[src/rtl/board_draw_pkg.sv]
// board_draw_pkg: shared geometry, colour constants and FSM state type for the board draw scheduler
package board_draw_pkg;
  localparam logic [8:0] BASEX_LEFT  = 9'd10;
  localparam logic [8:0] BASEX_RIGHT = 9'd178;
  localparam logic [7:0] BASEY       = 8'd91;
  localparam logic [8:0] CELL_PITCH  = 9'd14;
  localparam logic [3:0] MARK_SIZE   = 4'd12;
  localparam logic [3:0] GRID_MAX    = 4'd9;
  localparam logic [2:0] COL_MISS    = 3'b111;
  localparam logic [2:0] COL_HIT     = 3'b100;
  localparam logic [2:0] COL_SUNK    = 3'b101;
  localparam logic [2:0] COL_BG      = 3'b000;
  typedef enum logic [2:0] {CLEAR, IDLE, DIAG, ANTI, DONE} state_t;
  function automatic logic [2:0] mark_colour(input logic [1:0] m);
    return m == 2'd0 ? COL_MISS : m == 2'd1 ? COL_HIT : m == 2'd2 ? COL_SUNK : COL_BG;
  endfunction
endpackage

[src/rtl/board_draw_scheduler_rr_arb2.sv]
// rr_arb2: two-way round-robin arbiter; last_grant only moves when both requesters collide
module rr_arb2 (
  input  logic clk,
  input  logic rst_n,
  input  logic i_en,
  input  logic i_req0,
  input  logic i_req1,
  output logic o_gnt0,
  output logic o_gnt1
);
  logic r_last;
  logic w_tie;
  always_comb begin
    w_tie  = i_en && i_req0 && i_req1;
    o_gnt0 = i_en && i_req0 && (!i_req1 || r_last);
    o_gnt1 = i_en && i_req1 && (!i_req0 || !r_last);
  end
  always_ff @(posedge clk)
    if (!rst_n) r_last <= 1'b1;
    else if (w_tie) r_last <= o_gnt1;
endmodule

[src/rtl/board_draw_scheduler.sv]
// board_draw_scheduler: shares the VGA plot port between two boards, clearing the frame after reset
module board_draw_scheduler
  import board_draw_pkg::*;
#(
  parameter int SCREEN_W       = 320,
  parameter int SCREEN_H       = 240,
  parameter bit CLEAR_ON_RESET = 1'b1
) (
  input  logic       clk,
  input  logic       rst_n,
  input  logic       i_req0,
  input  logic       i_req1,
  input  logic [3:0] i_x0,
  input  logic [3:0] i_y0,
  input  logic [3:0] i_x1,
  input  logic [3:0] i_y1,
  input  logic [1:0] i_mark0,
  input  logic [1:0] i_mark1,
  output logic       o_ack0,
  output logic       o_ack1,
  output logic       o_err,
  output logic       o_done,
  output logic       o_busy,
  output logic [8:0] o_vga_x,
  output logic [7:0] o_vga_y,
  output logic [2:0] o_vga_colour,
  output logic       o_vga_plot
);
  localparam logic [8:0] X_LAST = 9'(SCREEN_W - 1);
  localparam logic [7:0] Y_LAST = 8'(SCREEN_H - 1);
  state_t r_state, w_state_nxt;
  logic [8:0] r_cx, r_bx, r_x, w_bx, w_px;
  logic [7:0] r_cy, r_by, r_y, w_by, w_py;
  logic [3:0] r_i, w_gx, w_gy;
  logic [2:0] r_col, r_colour, w_pc;
  logic r_ack0, r_ack1, r_err, r_done, r_busy, r_plot;
  logic w_en, w_gnt0, w_gnt1, w_grant, w_bad, w_last_px, w_cross, w_plot;
  // The registered ack is still visible for one cycle; blocking on it stops a re-grant of an err request.
  assign w_en = r_state == IDLE && !r_ack0 && !r_ack1;
  rr_arb2 u_arb (
    .clk    (clk),
    .rst_n  (rst_n),
    .i_en   (w_en),
    .i_req0 (i_req0),
    .i_req1 (i_req1),
    .o_gnt0 (w_gnt0),
    .o_gnt1 (w_gnt1)
  );
  always_comb begin
    w_grant   = w_gnt0 || w_gnt1;
    w_gx      = w_gnt1 ? i_x1 : i_x0;
    w_gy      = w_gnt1 ? i_y1 : i_y0;
    w_bad     = w_gx > GRID_MAX || w_gy > GRID_MAX;
    w_bx      = (w_gnt1 ? BASEX_RIGHT : BASEX_LEFT) + CELL_PITCH * 9'(w_gx);
    w_by      = BASEY + 8'(CELL_PITCH) * 8'(w_gy);
    w_last_px = r_cx == X_LAST && r_cy == Y_LAST;
    w_cross   = r_state == DIAG || r_state == ANTI;
  end
  always_ff @(posedge clk)
    if (!rst_n) r_state <= CLEAR_ON_RESET ? CLEAR : IDLE;
    else r_state <= w_state_nxt;
  always_comb begin
    w_state_nxt = r_state;
    case (r_state)
      CLEAR:   w_state_nxt = w_last_px ? DONE : CLEAR;
      IDLE:    w_state_nxt = w_grant && !w_bad ? DIAG : IDLE;
      DIAG:    w_state_nxt = r_i == MARK_SIZE - 4'd1 ? ANTI : DIAG;
      ANTI:    w_state_nxt = r_i == MARK_SIZE - 4'd1 ? DONE : ANTI;
      DONE:    w_state_nxt = IDLE;
      default: w_state_nxt = IDLE;
    endcase
  end
  always_comb begin
    w_plot = r_state == CLEAR || w_cross;
    w_px   = r_state == CLEAR ? r_cx :
             r_state == DIAG  ? r_bx + 9'(r_i) :
             r_state == ANTI  ? r_bx + 9'(MARK_SIZE - 4'd1 - r_i) : r_x;
    w_py   = r_state == CLEAR ? r_cy : w_cross ? r_by + 8'(r_i) : r_y;
    w_pc   = r_state == CLEAR ? COL_BG : w_cross ? r_col : r_colour;
  end
  always_ff @(posedge clk)
    if (!rst_n) begin
      {r_ack0, r_ack1, r_err, r_done, r_busy, r_plot} <= '0;
      {r_x, r_y, r_colour, r_cx, r_cy, r_i} <= '0;
      {r_bx, r_by, r_col} <= '0;
    end else begin
      r_ack0   <= w_gnt0;
      r_ack1   <= w_gnt1;
      r_err    <= w_grant && w_bad;
      r_done   <= r_state == DONE;
      r_busy   <= w_plot;
      r_plot   <= w_plot;
      r_x      <= w_px;
      r_y      <= w_py;
      r_colour <= w_pc;
      r_cx     <= r_state != CLEAR ? 9'd0 : r_cx == X_LAST ? 9'd0 : r_cx + 9'd1;
      r_cy     <= r_state != CLEAR ? 8'd0 : r_cx != X_LAST ? r_cy : r_cy == Y_LAST ? 8'd0 : r_cy + 8'd1;
      r_i      <= !w_cross ? 4'd0 : r_i == MARK_SIZE - 4'd1 ? 4'd0 : r_i + 4'd1;
      if (w_grant) begin
        r_bx  <= w_bx;
        r_by  <= w_by;
        r_col <= mark_colour(w_gnt1 ? i_mark1 : i_mark0);
      end
    end
  assign o_ack0       = r_ack0;
  assign o_ack1       = r_ack1;
  assign o_err        = r_err;
  assign o_done       = r_done;
  assign o_busy       = r_busy;
  assign o_vga_x      = r_x;
  assign o_vga_y      = r_y;
  assign o_vga_colour = r_colour;
  assign o_vga_plot   = r_plot;
endmodule

[config.mk]
export PLATFORM = sky130hd
export DESIGN_NAME = board_draw_scheduler
export DESIGN_NICKNAME = d
export VERILOG_FILES = /design/src/rtl/board_draw_pkg.sv /design/src/rtl/board_draw_scheduler_rr_arb2.sv /design/src/rtl/board_draw_scheduler.sv
export SDC_FILE = /design/constraint.sdc
export NUM_CORES = 1
export LEC_CHECK = 0
export CORE_ASPECT_RATIO = 0.7
export CORE_UTILIZATION = 59
export DETAILED_ROUTE_END_ITERATION = 8
export PLACE_DENSITY = 0.91
export SKIP_CTS_REPAIR_TIMING = 1
export SLEW_MARGIN = 15
export SYNTH_ARGS = -nofsm -noshare
export SYNTH_HDL_FRONTEND = slang
export SYNTH_SLANG_ARGS = --single-unit
[constraint.sdc]
create_clock -name clk -period 6.8 [get_ports clk]
set_input_delay 1.02 -clock clk [delete_from_list [all_inputs] [get_ports clk]]
set_output_delay 1.02 -clock clk [all_outputs]
set_load 0.05 [all_outputs]
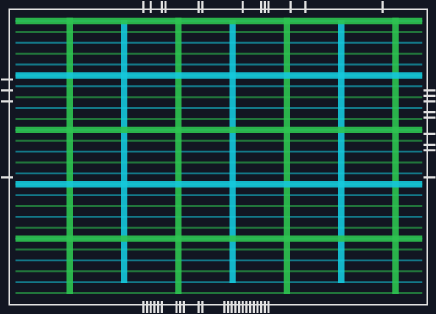
Fig. 1. PDN straps and rails (run 1).
(4 px per um) Pins as bars on the die edge.
- green: VSS
- cyan: VDD
- met4 straps: 7
- signal pins: 50
- met1 rails: 26
- rows: 25

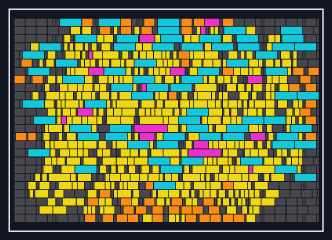
Fig. 2. Cell classes on the final placement (run 1).
(3 px per um) Fill, decap, tap and diode cells in gray.
- yellow: remaining logic cells (cells 416)
- orange: remaining buffers and delay cells (cells 53)
- magenta: clock drivers and dummy loads (cells 16)
- cyan: registers (cells 69)

==> changes_impl.md, run 1 <==
## Flow update

- Setup TNS: 0 ps
- Met2 wire len: between 4000 and 5000 um
- Final net count: 614
- Switching share of total power: between 20% and 30%
- Crit path depth: 16
- Total power: just over 900 uW
- Unrepaired setup endpoints after global routing: false
- CP Launch Type: input pin
- Well Taps: about 94
- Comb group: 150 uW
- Synthesis Warnings: 0
- Pre-antenna DRT Iters: 5
- Internal power: slightly below 700 uW
- WL met3: 594 um
- Hold Slack: 459 ps
- Antenna Cells: 0
- Dpl cell area: approximately 4900 um2
- Met2 global-route usage: around 50%
- Max clock buf depth: 2
- R2R Setup Slk: between 1500 and 2000 ps
- Sequential cell area: ~1400 um2
- Min cycle time layout: 5660 ps
- CTS root buf: clkbuf_8
- Max cap viols: 0
- Pwr dens: between 150 and 200 nW/um2
- Total grt overflow: 0
- PnR worst setup slack: 1140 ps
- Adders+Majority by Area: 12.6%
- Top cells by count: 69 x dfxtp_1, 47 x nand2_1, 37 x ha_1, 35 x nor2_1, 29 x a21oi_1
- P_seq: 409 uW
- Worst Path Arrival: 5900 ps
- Hold Crit Endpoint: o_vga_colour[1]
- Leading area contributor after synthesis: dfxtp_1
- CP max FO: 18
- Worst r2r path cells: 15
- Pin count of the biggest net entering global routing: 49
- Cell family with most CP delay: adder cells
- Asr flop ratio synth: 0%
- PortBufs: slightly below 50
- Most numerous logic cells after layout: 69 x dfxtp_1, 49 x clkdlybuf4s50_1, 47 x nand2_1
- Flop share of the area: a little over a quarter
- Global-route track usage on met1: 36.3%
- RR Startpoint: r_state[0]
- Avg Cell Area, Syn: ~8.5 um2
- Vias in the first global route: between 3000 and 4000
- Clk latency late pin: 350 ps
- WHS Path Cells: 2
- HP Class: flip-flop to flip-flop
- Layout cells sized above 1: between 6 and 7%
- Crit path cell chain: clkdlybuf4s50_1 -> a21boi_0 -> nand3_2 -> clkinv_1 -> mux2i_1 -> ha_1 -> ha_1 -> or2_2 -> fa_1 -> xor2_1 -> ha_1 -> o21a_1 -> nor2_1 -> a21oi_1 -> a311oi_1 -> nor2_1
- Status: finished clean
- Simple share: 22.7%
- Area grow syn2layout: 17.6%
- Die H: between 70 and 80 um
- Antenna violations before repair: 0
- FP Core Util: 62.3%
- Hold Crit Start: o_vga_colour[1]
- CP max-delay cell: clkdlybuf4s50_1
- Unique masters post-synth: 59
- Detailed Route Iter0 Violations: between 200 and 300
- Pleak: 0.00206 uW
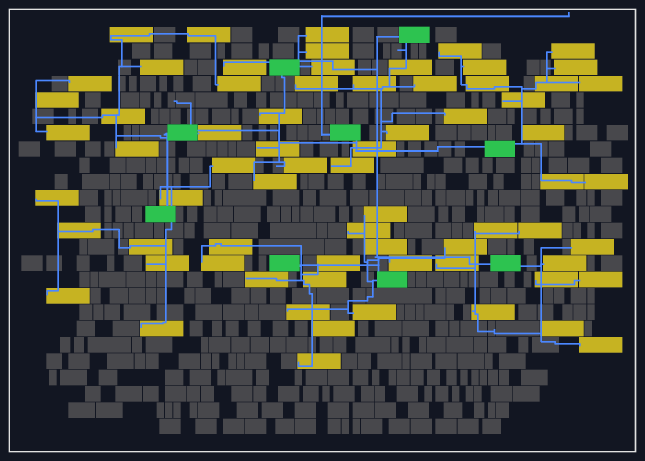
Fig. 3. Routed clock nets over the placement (run 1).
(6 px per um)
- green: clock-net drivers (count 9)
- blue: clock wires (length 841 um)
- yellow: flip-flops (count 69)
- routed clock nets: 10

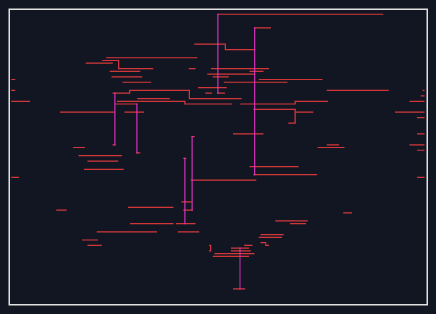
Fig. 4. Metal layers overlaid (run 1).
(4 px per um) Two of the layers only.
- red: M3 (wire length 594 um)
- magenta: M4 (wire length 127 um)
vias: 3877
Total GRT Usage: 28.9%
final WL: 10500 um
routed length per instance: 16.2 um

## Run 2: what changed since run 1
--- a/config.mk
+++ b/config.mk
@@ -6,9 +6,9 @@
 export NUM_CORES = 1
 export LEC_CHECK = 0
 export CORE_ASPECT_RATIO = 0.7
-export CORE_UTILIZATION = 59
+export CORE_UTILIZATION = 57
 export DETAILED_ROUTE_END_ITERATION = 8
-export PLACE_DENSITY = 0.91
+export PLACE_DENSITY = 0.89
 export SKIP_CTS_REPAIR_TIMING = 1
 export SLEW_MARGIN = 15
 export SYNTH_ARGS = -nofsm -noshare
==> constraint.sdc (replaced) <==
create_clock -name clk -period 5.9 [get_ports clk]
set_input_delay 0.885 -clock clk [delete_from_list [all_inputs] [get_ports clk]]
set_output_delay 0.885 -clock clk [all_outputs]
set_load 0.05 [all_outputs]
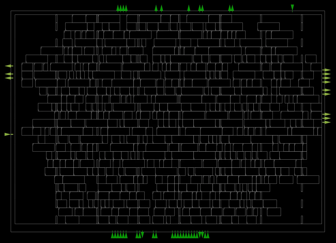
Fig. 5. Cell outlines without signal wires (run 2).
final std cells w/o fill: 654
Core Util, Final: 69.4%
core box area: 7320 um2
seq_cells: 69
flop share of the area: 27.2%

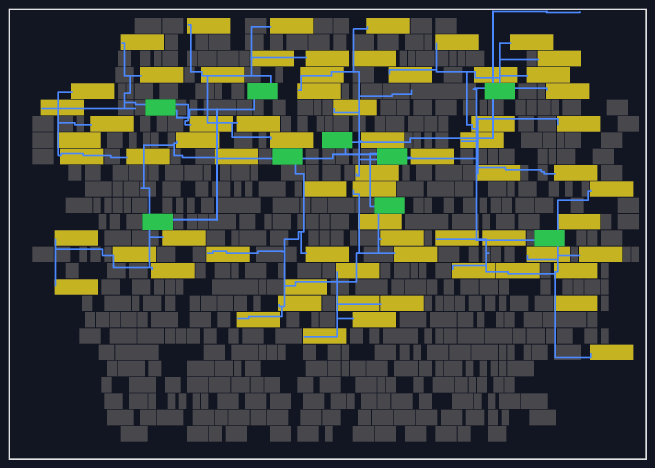
Fig. 6. Routed clock nets over the placement (run 2).
(6 px per um)
Max Clock Skew: 10.6 ps
clk latency late pin: 350 ps
Clock Power Share: 37.8%
Clk power: 392 uW

==> changes_impl.md, run 2 <==
## Flow update

- Status: finished clean
- P_seq: 472 uW
- WHS Path Cells: 2
- Antenna Cells: 0
- Min cycle time layout: 5260 ps
- PortBufs: 49
- Clock slew seen by the registers of the worst setup and hold paths: 70 ps
- Switching share of total power: 27.1%
- Hold Crit Endpoint: o_vga_colour[2]
- Simple share: between 20% and 30%
- Buf/Inv on CP: 3
- Most numerous logic cells after layout: 69 x dfxtp_1, 49 x clkdlybuf4s50_1, 47 x nand2_1
- HP Class: flip-flop to flip-flop
- Ys cells: 506
- Unique masters post-synth: 59
- Sequential cell area: 1380 um2
- Buffers excl. clock: between 50 and 60
- Detailed Route Iter0 Violations: 217
- Total GRT Usage: 26.9%
- RR Startpoint: r_state[1]
- Met2 wire len: 4820 um
- Final WL: 10200 um
- Cell family with most CP delay: buffers and inverters
- Setup TNS: 0 ps
- Crit path depth: 17
- Worst r2r path cells: 16
- Worst Path Arrival: 5480 ps
- Comb group: 172 uW
- CTS root buf: clkbuf_8
- Met2 global-route usage: a little under half
- Hold Crit Start: r_col[2]
- CP max-delay cell: clkdlybuf4s50_1
- Top cell excl fill/tap: dfxtp_1
- Leading area contributor after synthesis: dfxtp_1
- Max Used Layer: met4
- CP Launch Type: input pin
- Layout cells sized above 1: ~6.8%
- Crit path cell chain: clkdlybuf4s50_1 -> a21boi_0 -> nand3_2 -> buf_4 -> clkinv_1 -> mux2i_1 -> ha_1 -> ha_1 -> or2_2 -> fa_1 -> xor2_1 -> ha_1 -> o21a_1 -> nor2_1 -> a21oi_1 -> a211oi_1 -> nor3_1
- Synthesis Warnings: 0
- PnR worst setup slack: 641 ps
- WL met3: 493 um
- Die H: approximately 75 um
- Vias in the first global route: 3703
- Antenna violations before repair: 0
- Internal power: approximately 760 uW
- Total grt overflow: 0
- Avg Cell Area, Syn: approximately 8.5 um2
- Pre-antenna DRT Iters: 7
- Pleak: 0.00206 uW
- Gate Area: 2750 um2
- Met1 WL: 4720 um
- Dpl cell area: 4880 um2
- Top cells by count: 69 x dfxtp_1, 47 x nand2_1, 37 x ha_1, 35 x nor2_1, 29 x a21oi_1
- Asr flop ratio synth: 0%
- Pin count of the biggest net entering global routing: between 40 and 50
- Finished Cell Area: 5080 um2
- Max clock buf depth: 2
- Max cap viols: 0
- Synth top area cells: dfxtp_1 32%, ha_1 11%, xnor2_1 4.3%
- Final net count: ~600
- CP max FO: 18
- Adders+Majority by Area: 12.6%
- R2R Setup Slk: 1240 ps
- Vias: 3829
- Total power: 1040 uW
- Hold Slack: 460 ps
- Area grow syn2layout: 18.0%
- Well Taps: between 90 and 100
- Global-route track usage on met1: 34.7%
- Unrepaired setup endpoints after global routing: false
- FP Core Util: 58.8%
- Routed length per instance: roughly 16 um
- Pwr dens: 204 nW/um2
Power and IR drop assume default switching activity.
